## src/rtl/lenet_stream_loader.sv

```systemverilog
// lenet_stream_loader: turns a header/base/payload word stream into
// lenet5 loader writes, packing K_CHANNELS words per weight/bias write.
module lenet_stream_loader #(
    parameter int K_CHANNELS = 6
) (
    input  logic                     clk_i,
    input  logic                     rst_i,
    input  logic                     s_valid_i,
    output logic                     s_ready_o,
    input  logic [31:0]              s_data_i,
    output logic [1:0]               loader_target_sel_o,
    output logic                     loader_wr_en_o,
    output logic [31:0]              loader_wr_addr_o,
    output logic [K_CHANNELS*32-1:0] loader_wr_data_o,
    output logic                     weight_loaded_o,
    output logic                     done_o,
    output logic                     err_o,
    output logic                     busy_o
);
    localparam int LW = $clog2(K_CHANNELS);

    typedef enum logic [1:0] {IDLE, ADDR, DATA, DONE} state_t;

    state_t                      state;
    logic                        notify;
    logic [15:0]                 n_writes;
    logic [15:0]                 idx;
    logic [31:0]                 base;
    logic [LW-1:0]               lane;
    logic [K_CHANNELS-1:0][31:0] lanes;
    logic [K_CHANNELS-1:0][31:0] wide;
    logic                        accept;
    logic                        last_write;
    logic                        lane_full;
    logic                        unused_hdr_bits;

    assign accept          = s_valid_i && s_ready_o;
    assign last_write      = (idx + 16'd1) == n_writes;
    assign lane_full       = (loader_target_sel_o == 2'd0) ||
                             (lane == LW'(K_CHANNELS - 1));
    assign unused_hdr_bits = ^s_data_i[28:16];

    // Global-buffer writes carry the word in lane 0 only.
    always_comb begin
        if (loader_target_sel_o == 2'd0) begin
            wide    = '0;
            wide[0] = s_data_i;
        end else begin
            wide                = lanes;
            wide[K_CHANNELS-1]  = s_data_i;
        end
    end

    always_ff @(posedge clk_i) begin
        if (rst_i) begin
            state               <= IDLE;
            notify              <= 1'b0;
            n_writes            <= 16'd0;
            idx                 <= 16'd0;
            base                <= 32'd0;
            lane                <= '0;
            lanes               <= '0;
            s_ready_o           <= 1'b0;
            loader_target_sel_o <= 2'd0;
            loader_wr_en_o      <= 1'b0;
            loader_wr_addr_o    <= 32'd0;
            loader_wr_data_o    <= '0;
            weight_loaded_o     <= 1'b0;
            done_o              <= 1'b0;
            err_o               <= 1'b0;
            busy_o              <= 1'b0;
        end else begin
            loader_wr_en_o  <= 1'b0;
            weight_loaded_o <= 1'b0;
            done_o          <= 1'b0;
            err_o           <= 1'b0;
            unique case (state)
                IDLE: begin
                    s_ready_o <= 1'b1;
                    if (accept) begin
                        if (s_data_i[31:30] == 2'd3) begin
                            err_o <= 1'b1;
                        end else begin
                            loader_target_sel_o <= s_data_i[31:30];
                            notify              <= s_data_i[29];
                            n_writes            <= s_data_i[15:0];
                            state               <= ADDR;
                            busy_o              <= 1'b1;
                        end
                    end
                end
                ADDR: begin
                    if (accept) begin
                        base  <= s_data_i;
                        idx   <= 16'd0;
                        lane  <= '0;
                        lanes <= '0;
                        if (n_writes == 16'd0) begin
                            state           <= DONE;
                            done_o          <= 1'b1;
                            weight_loaded_o <= notify;
                            s_ready_o       <= 1'b0;
                        end else begin
                            state <= DATA;
                        end
                    end
                end
                DATA: begin
                    if (accept) begin
                        if (lane_full) begin
                            loader_wr_en_o   <= 1'b1;
                            loader_wr_addr_o <= base + {16'h0, idx};
                            loader_wr_data_o <= wide;
                            lanes            <= '0;
                            lane             <= '0;
                            idx              <= idx + 16'd1;
                            if (last_write) begin
                                state           <= DONE;
                                done_o          <= 1'b1;
                                weight_loaded_o <= notify;
                                s_ready_o       <= 1'b0;
                            end
                        end else begin
                            lanes[lane] <= s_data_i;
                            lane        <= lane + LW'(1);
                        end
                    end
                end
                DONE: begin
                    state     <= IDLE;
                    s_ready_o <= 1'b1;
                    busy_o    <= 1'b0;
                end
                default: state <= IDLE;
            endcase
        end
    end
endmodule

```

## config.mk

```make
export PLATFORM = sky130hd
export DESIGN_NAME = lenet_stream_loader
export DESIGN_NICKNAME = d
export VERILOG_FILES = /design/src/rtl/lenet_stream_loader.sv
export SDC_FILE = /design/constraint.sdc
export NUM_CORES = 1
export LEC_CHECK = 0
export ABC_AREA = 1
export CAP_MARGIN = 20
export CORE_UTILIZATION = 40
export DETAILED_ROUTE_END_ITERATION = 16
export PLACE_DENSITY = 0.59
export SYNTH_ARGS = -nofsm -noshare
export SYNTH_HDL_FRONTEND = slang
export SYNTH_SLANG_ARGS = --single-unit
```

## constraint.sdc

```tcl
create_clock -name clk_i -period 2.7 [get_ports clk_i]
set_input_delay 0.54 -clock clk_i [delete_from_list [all_inputs] [get_ports clk_i]]
set_output_delay 0.54 -clock clk_i [all_outputs]
set_load 0.005 [all_outputs]
```

Figure 1. Sequential cells grouped by signal name (run 1).
The bar under the picture is 50 µm long. Other sequential cells in the stronger gray, the rest of the logic in the fainter gray.
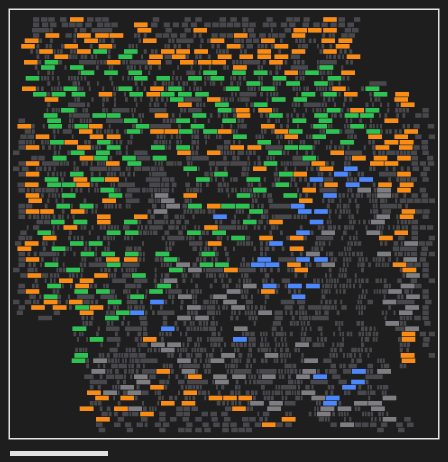
Key: base = blue [flops 32]; lanes = green [flops 160]; loader_wr_data_o = orange [flops 192, where all over the die]
Another 78 sequential cells are not colored.
Final Util: 0.5262
share of cell area taken by flip-flops and latches: 0.3840
combined flip-flop and latch cell area: 9249 µm²
sequential logic power: 7.19 mW

Figure 2. Cells colored by class (run 1).
The bar under the picture is 50 µm long.
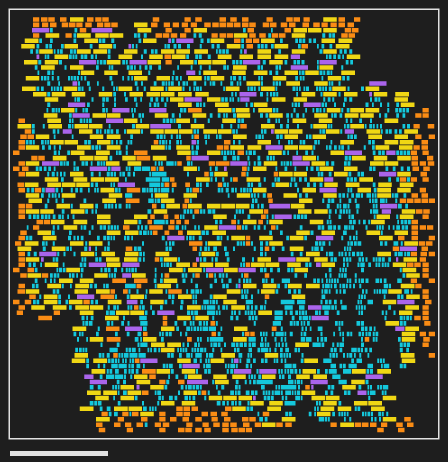
Key: flops = yellow [cells 462, share of their area 40%]; all other logic = cyan [cells 1,872, share of their area 38%]; other buffers and delay cells = orange [cells 352, share of their area 15%]; clock drivers and dummy loads = purple [cells 90, share of their area 7.3%]
Core Region: 45,770 µm²
post-route standard cell area excluding fillers: 24,080 µm²

Figure 3. Routing congestion (run 1).
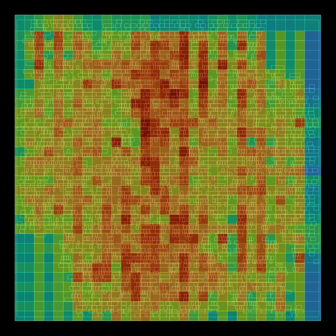
layer with the highest usage: met2
WL/cell: 19.20 µm
met3 Track Usage GR: 0.04899
grt met2 use: 0.4295

==> summary.txt, run 1 <==
status = finished clean
most frequent logic cell in the layout = sky130_fd_sc_hd__nand2_1
number of standard cells in the layout, taps in and fillers out = 3,376
post-placement setup slack = 35.56 ps
primary flip-flop cell chosen by synthesis mapping = sky130_fd_sc_hd__dfxtp_1
clock sink count = 462
data required time at the worst endpoint = 2160 ps
crit path launch = loader_target_sel_o[0]
Reg with most FFs = loader_wr_data_o
Synth top area share = 0.4938
final tally of max-slew violations = 0
capture instance of the worst register-to-register path = loader_wr_addr_o[22]
Startpoint Class = flip-flop
maximum number of pins on one net before global-route repair = 164
number of flops mapped to enable cells by yosys = 0
count of buffers inserted at the top-level ports = 266
number of failing setup endpoints in the final timing report = 0
Layout Nets = 2,796
most frequent cell after synthesis = sky130_fd_sc_hd__nand2_1
CTS tree = built
Placed Instances = 3,286
mean area per synthesized cell = 7.522 µm²
placement row count = 78
Clk power = 7.04 mW
yosys stat area = 18,730 µm²
total negative slack = 0 ps
number of ports placed on the die boundary = 267
synthesized cell area = 18,730 µm²
Final min period = 2500 ps
async set or reset register ratio after synthesis = 0
overall track demand over capacity in global routing = 0.2670
number of buffers inserted by hold repair at cts = 0
cells taking the most area after synthesis = sky130_fd_sc_hd__dfxtp_1, sky130_fd_sc_hd__nand2_1, sky130_fd_sc_hd__o21ai_0
number of antenna-violating nets in the routed design = 0
routability congestion estimate = 0.9388
Mux area share = 0
Worst Hold Path EP = lanes[7]
flip-flop count of the largest register, all copies and words added = 192
number of buffers created by CTS = 49
smallest setup slack after layout = 200.2 ps
vias per std cell = 5.242
antenna cell count = 0
buffer depth of the longest clock path = 3
Remaining Overflow, GRT = 0
Clock Latency Late Sink = 600 ps
post-cts repair resize count = 0
Synthesized registers = 462
design internal power = 11.96 mW
Worst slew margin = 0.4399
hold path start = rst_i
[run 1: cell type report]
cell class	instances	area (µm²)
Clock inverter	21	241.5
Fill cell	4427	21690
Clock buffer	69	1473
Sequential cell	462	9249
Timing Repair Buffer	352	3510
Multi-Input combinational cell	1590	7796
Inverter	282	1065
Tap cell	600	750.7
[run 1: critical path, stage by stage, from the launching register on]
cell and delay, ps:
sky130_fd_sc_hd__dfxtp_1 360, sky130_fd_sc_hd__buf_4 390, sky130_fd_sc_hd__clkdlybuf4s50_1 610
[run 1: layer usage]
layer | track usage | routed length [µm]
met3 | 0.04899 | 4554
met5 | 0 | 13
met1 | 0.3636 | 28910
met4 | 0.07436 | 1580
met2 | 0.4295 | 29770
Figure 4. Wiring by layer (run 1).
The bar under the picture is 50 µm long. Only two layers are drawn.
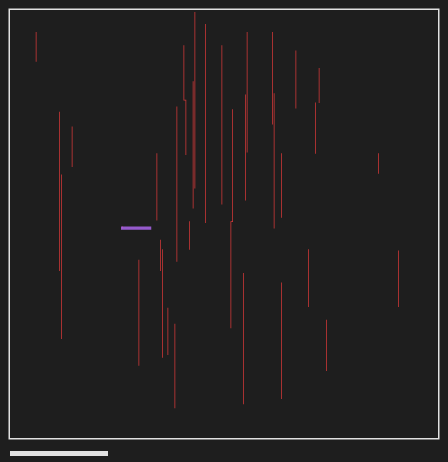

--- run 2 (diff from run 1) ---
--- a/config.mk
+++ b/config.mk
@@ -9,5 +9,7 @@
 export CAP_MARGIN = 20
+export CORE_ASPECT_RATIO = 0.75
 export CORE_UTILIZATION = 40
 export DETAILED_ROUTE_END_ITERATION = 16
-export PLACE_DENSITY = 0.59
+export DONT_BUFFER_PORTS = 1
+export PLACE_DENSITY = 0.51
 export SYNTH_ARGS = -nofsm -noshare
--- a/constraint.sdc
+++ b/constraint.sdc
@@ -3,2 +3,2 @@
 set_output_delay 0.54 -clock clk_i [all_outputs]
-set_load 0.005 [all_outputs]
+set_load 0.05 [all_outputs]
Figure 5. Wiring by layer (run 2).
The bar under the picture is 100 µm long. Only two layers are drawn.
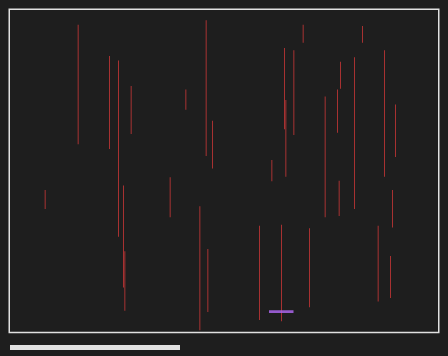
Key: met4 = red [wire length 1,360 µm]; met5 = purple [wire length 12.9 µm]
total number of vias: 16,564
overall track demand over capacity in global routing: 0.2656
WL/cell: 20.70 µm
routed wire length: 64,720 µm

Figure 6. Cells colored by class (run 2).
The bar under the picture is 100 µm long.
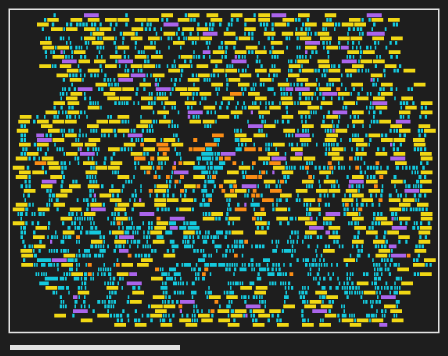
Key: all other logic = cyan [cells 1,873, share of their area 44%]; other buffers and delay cells = orange [cells 80, share of their area 3.8%]; flops = yellow [cells 462, share of their area 45%]; clock drivers and dummy loads = purple [cells 82, share of their area 7.3%]
Core Region: 46,110 µm²
Final Util: 0.4591
placement row count: 68
share of cell area taken by flip-flops and latches: 0.4370
post-route standard cell area excluding fillers: 21,170 µm²

Figure 7. Sequential cells grouped by signal name (run 2).
The bar under the picture is 100 µm long. Other sequential cells in the stronger gray, the rest of the logic in the fainter gray.
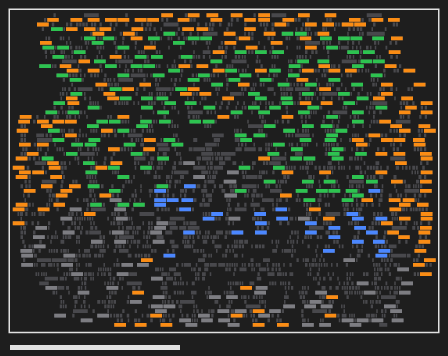
Key: loader_wr_data_o = orange [flops 192, where all over the die]; base = blue [flops 32]; lanes = green [flops 160]
Another 78 sequential cells are not colored.
sequential logic power: 7.53 mW
combined flip-flop and latch cell area: 9251 µm²

==> run 2 against run 1 <==
Worst hold slack lost 240 ps; non-clock buffer count is 272 lower; synthesized cell count is the same; combinational power is 14% lower; final cell count decreased by 7.4%; design area is 12% lower; register-to-register slack lost 90 ps; critical path type is now flip-flop to flip-flop; critical endpoint is now loader_wr_addr_o[28].
==> summary.txt, run 2 <==
flip-flop count of the largest register, all copies and words added = 192 (unchanged)
hold path start = rst_i (unchanged)
Synthesized registers = 462 (unchanged)
number of buffers created by CTS = 47 (was 49)
multi-input logic portion of the cell area = 0.3688 (was 0.3237)
status = finished clean (unchanged)
total stage count of the critical path = 10 (was 2)
Placed Instances = 3,044 (was 3,286)
number of buffers inserted by hold repair at cts = 0 (unchanged)
most frequent logic cell in the layout = sky130_fd_sc_hd__nand2_1 (unchanged)
FILL cells = 4,760 (was 4,427)
cells taking the most area after synthesis = sky130_fd_sc_hd__dfxtp_1, sky130_fd_sc_hd__nand2_1, sky130_fd_sc_hd__o21ai_0 (unchanged)
most frequent cell after synthesis = sky130_fd_sc_hd__nand2_1 (unchanged)
Worst Hold Path EP = lanes[103] (was lanes[7])
clock sink count = 462 (unchanged)
antenna cell count = 0 (unchanged)
critical path's largest stage delay = 610 ps (about the same)
yosys stat area = 18,730 µm² (unchanged)
number of antenna-violating nets in the routed design = 0 (unchanged)
number of failing setup endpoints in the final timing report = 0 (unchanged)
async set or reset register ratio after synthesis = 0 (unchanged)
Remaining Overflow, GRT = 0 (unchanged)
Startpoint Class = flip-flop (unchanged)
post-placement setup slack = 137.4 ps (was 35.56 ps)
CTS tree = built (unchanged)
routability congestion estimate = 0.9480 (was 0.9388)
post-cts repair resize count = 0 (unchanged)
final tally of max-slew violations = 0 (unchanged)
Reg with most FFs = loader_wr_data_o (unchanged)
Worst slew margin = 0.4324 (was 0.4399)
clk_buf instances = 70 (was 69)
Top Metal Used = met5 (unchanged)
met1 usage in global routing = 0.3903 (was 0.3636)
==> run 2: cell counts after synthesis <==
No cell type changed its count.
==> run 2: logic make-up after synthesis <==
family	after synthesis	synth area share
and+or+nand+nor	912	0.2111
AOI/OAI and AO/OA	636	0.1772
DFF	462	0.4938
buffers and inverters	438	0.09112
adders and majority gates	24	0.01643
xor gates and xnor gates	18	0.01035
==> run 2: power groups by stage <==
stage	sequential, mW	combinational [mW]	clock [mW]
6_report	7.53	1.83	6.39
5_1_grt	7.56	2.00	6.81
4_1_cts	7.53	1.82	6.52
3_5_place_dp	7.69	1.82	0
3_3_place_gp	7.68	1.81	0
2_1_floorplan	7.67	1.18	0
Figure 8. Routing congestion (run 2).
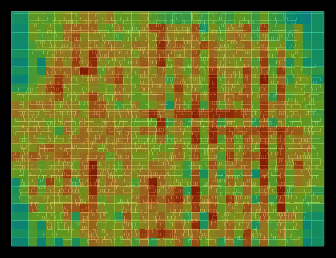

--- run 3 (diff from run 2) ---
- HOLD_SLACK_MARGIN: not set -> 0.12
- SKIP_LAST_GASP: not set -> 1
Figure 9. Routing congestion (run 3).
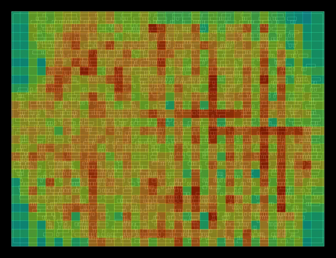
layer with the highest usage: met1
met1 usage in global routing: 0.3966

Figure 10. Sequential cells grouped by signal name (run 3).
The bar under the picture is 100 µm long. Other sequential cells in the stronger gray, the rest of the logic in the fainter gray.
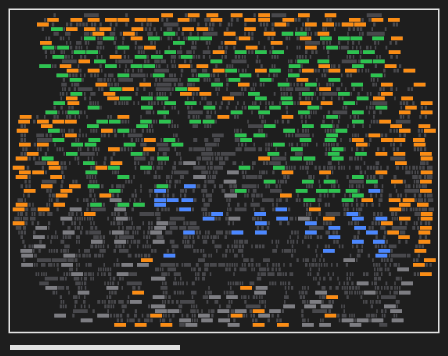
Key: base = blue [flops 32]; loader_wr_data_o = orange [flops 192, where all over the die]; lanes = green [flops 160]
Another 78 sequential cells are not colored.
Final Util: 0.4758
sequential logic power: 7.54 mW

==> run 3 against run 2 <==
Fmax down 1.6%; critical endpoint is now lanes[119]; global-route usage up 0.47 points; setup slack worse by 42 ps; largest cell class unchanged; worst hold slack better by 50 ps; highest routed layer unchanged.
==> summary.txt, run 3 <==
placement row count = 68 (unchanged)
overall track demand over capacity in global routing = 0.2703 (was 0.2656)
combined flip-flop and latch cell area = 9261 µm² (was 9251 µm²)
synthesized cell area = 18,730 µm² (unchanged)
Clock Latency Late Sink = 590 ps (about the same)
status = finished clean (unchanged)
Non-Clock Inverter Count = 282 (unchanged)
clk_buf instances = 70 (unchanged)
number of antenna-violating nets in the routed design = 0 (unchanged)
maximum number of pins on one net before global-route repair = 189 (unchanged)
vias per std cell = 5.300 (was 5.297)
flip-flop count of the largest register, all copies and words added = 192 (unchanged)
Reg with most FFs = loader_wr_data_o (unchanged)
antenna cell count = 0 (unchanged)
async set or reset register ratio after synthesis = 0 (unchanged)
Slowest cell on crit path = sky130_fd_sc_hd__dlygate4sd3_1 (was sky130_fd_sc_hd__o21ai_0)
count of plain and timing-repair buffers = 151 (was 80)
kind of cell adding the most delay to the critical path = buffers and inverters (was AND-OR/OR-AND gates)
yosys stat area = 18,730 µm² (unchanged)
Worst Hold Path EP = lanes[141] (was lanes[103])
routability congestion estimate = 0.9480 (unchanged)
number of ports placed on the die boundary = 267 (unchanged)
WL/cell = 20.72 µm (was 20.70 µm)
Largest area class, layout = registers (unchanged)
critical path's largest stage delay = 570 ps (was 610 ps)
Figure 11. Gate families picked out (run 3).
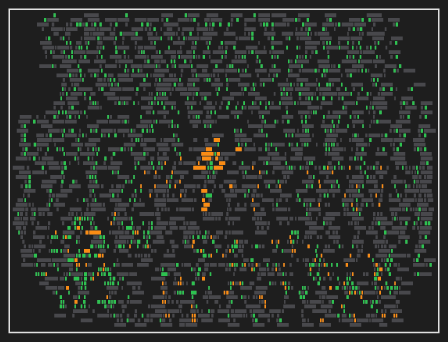
Key: NOR gates = orange [cells 154]; NAND gates = green [cells 754, where all over the die]
multi-input logic portion of the cell area: 0.3562
most frequent logic cell in the layout: sky130_fd_sc_hd__nand2_1
number of standard cells in the layout, taps in and fillers out: 3,197

## run 3: cell counts after synthesis
Identical to the previous run, type by type.
## run 3: how the worst max path moves through the flow
stage,from,to,slack [ps],cells past startpoint
after global placement,state[0],lanes[80],280,11
after global routing,lane[1],idx[15],-20,13
after floorplan,idx[0],loader_wr_addr_o[16],530,12
after CTS,state[0],lanes[119],20,12
after detailed placement,state[0],lanes[71],140,11
final,lane[1],lanes[119],120,12
## run 3: kinds of logic after synthesis
| logic type | share of synthesized area |
|---|---|
| buf+inv | 0.09112 |
| flops | 0.4938 |
| xor+xnor | 0.01035 |
| simple gates | 0.2111 |
| compound gates | 0.1772 |
| fa+ha+maj | 0.01643 |
## run 3: metal layers
layer,vias up,track usage
met5,-,0
met2,574,0.3890
met1,8057,0.3966
li1,8228,-
met4,2,0.06597
met3,83,0.07231
Power figures rest on the tool's default switching activity, not on a simulated workload.
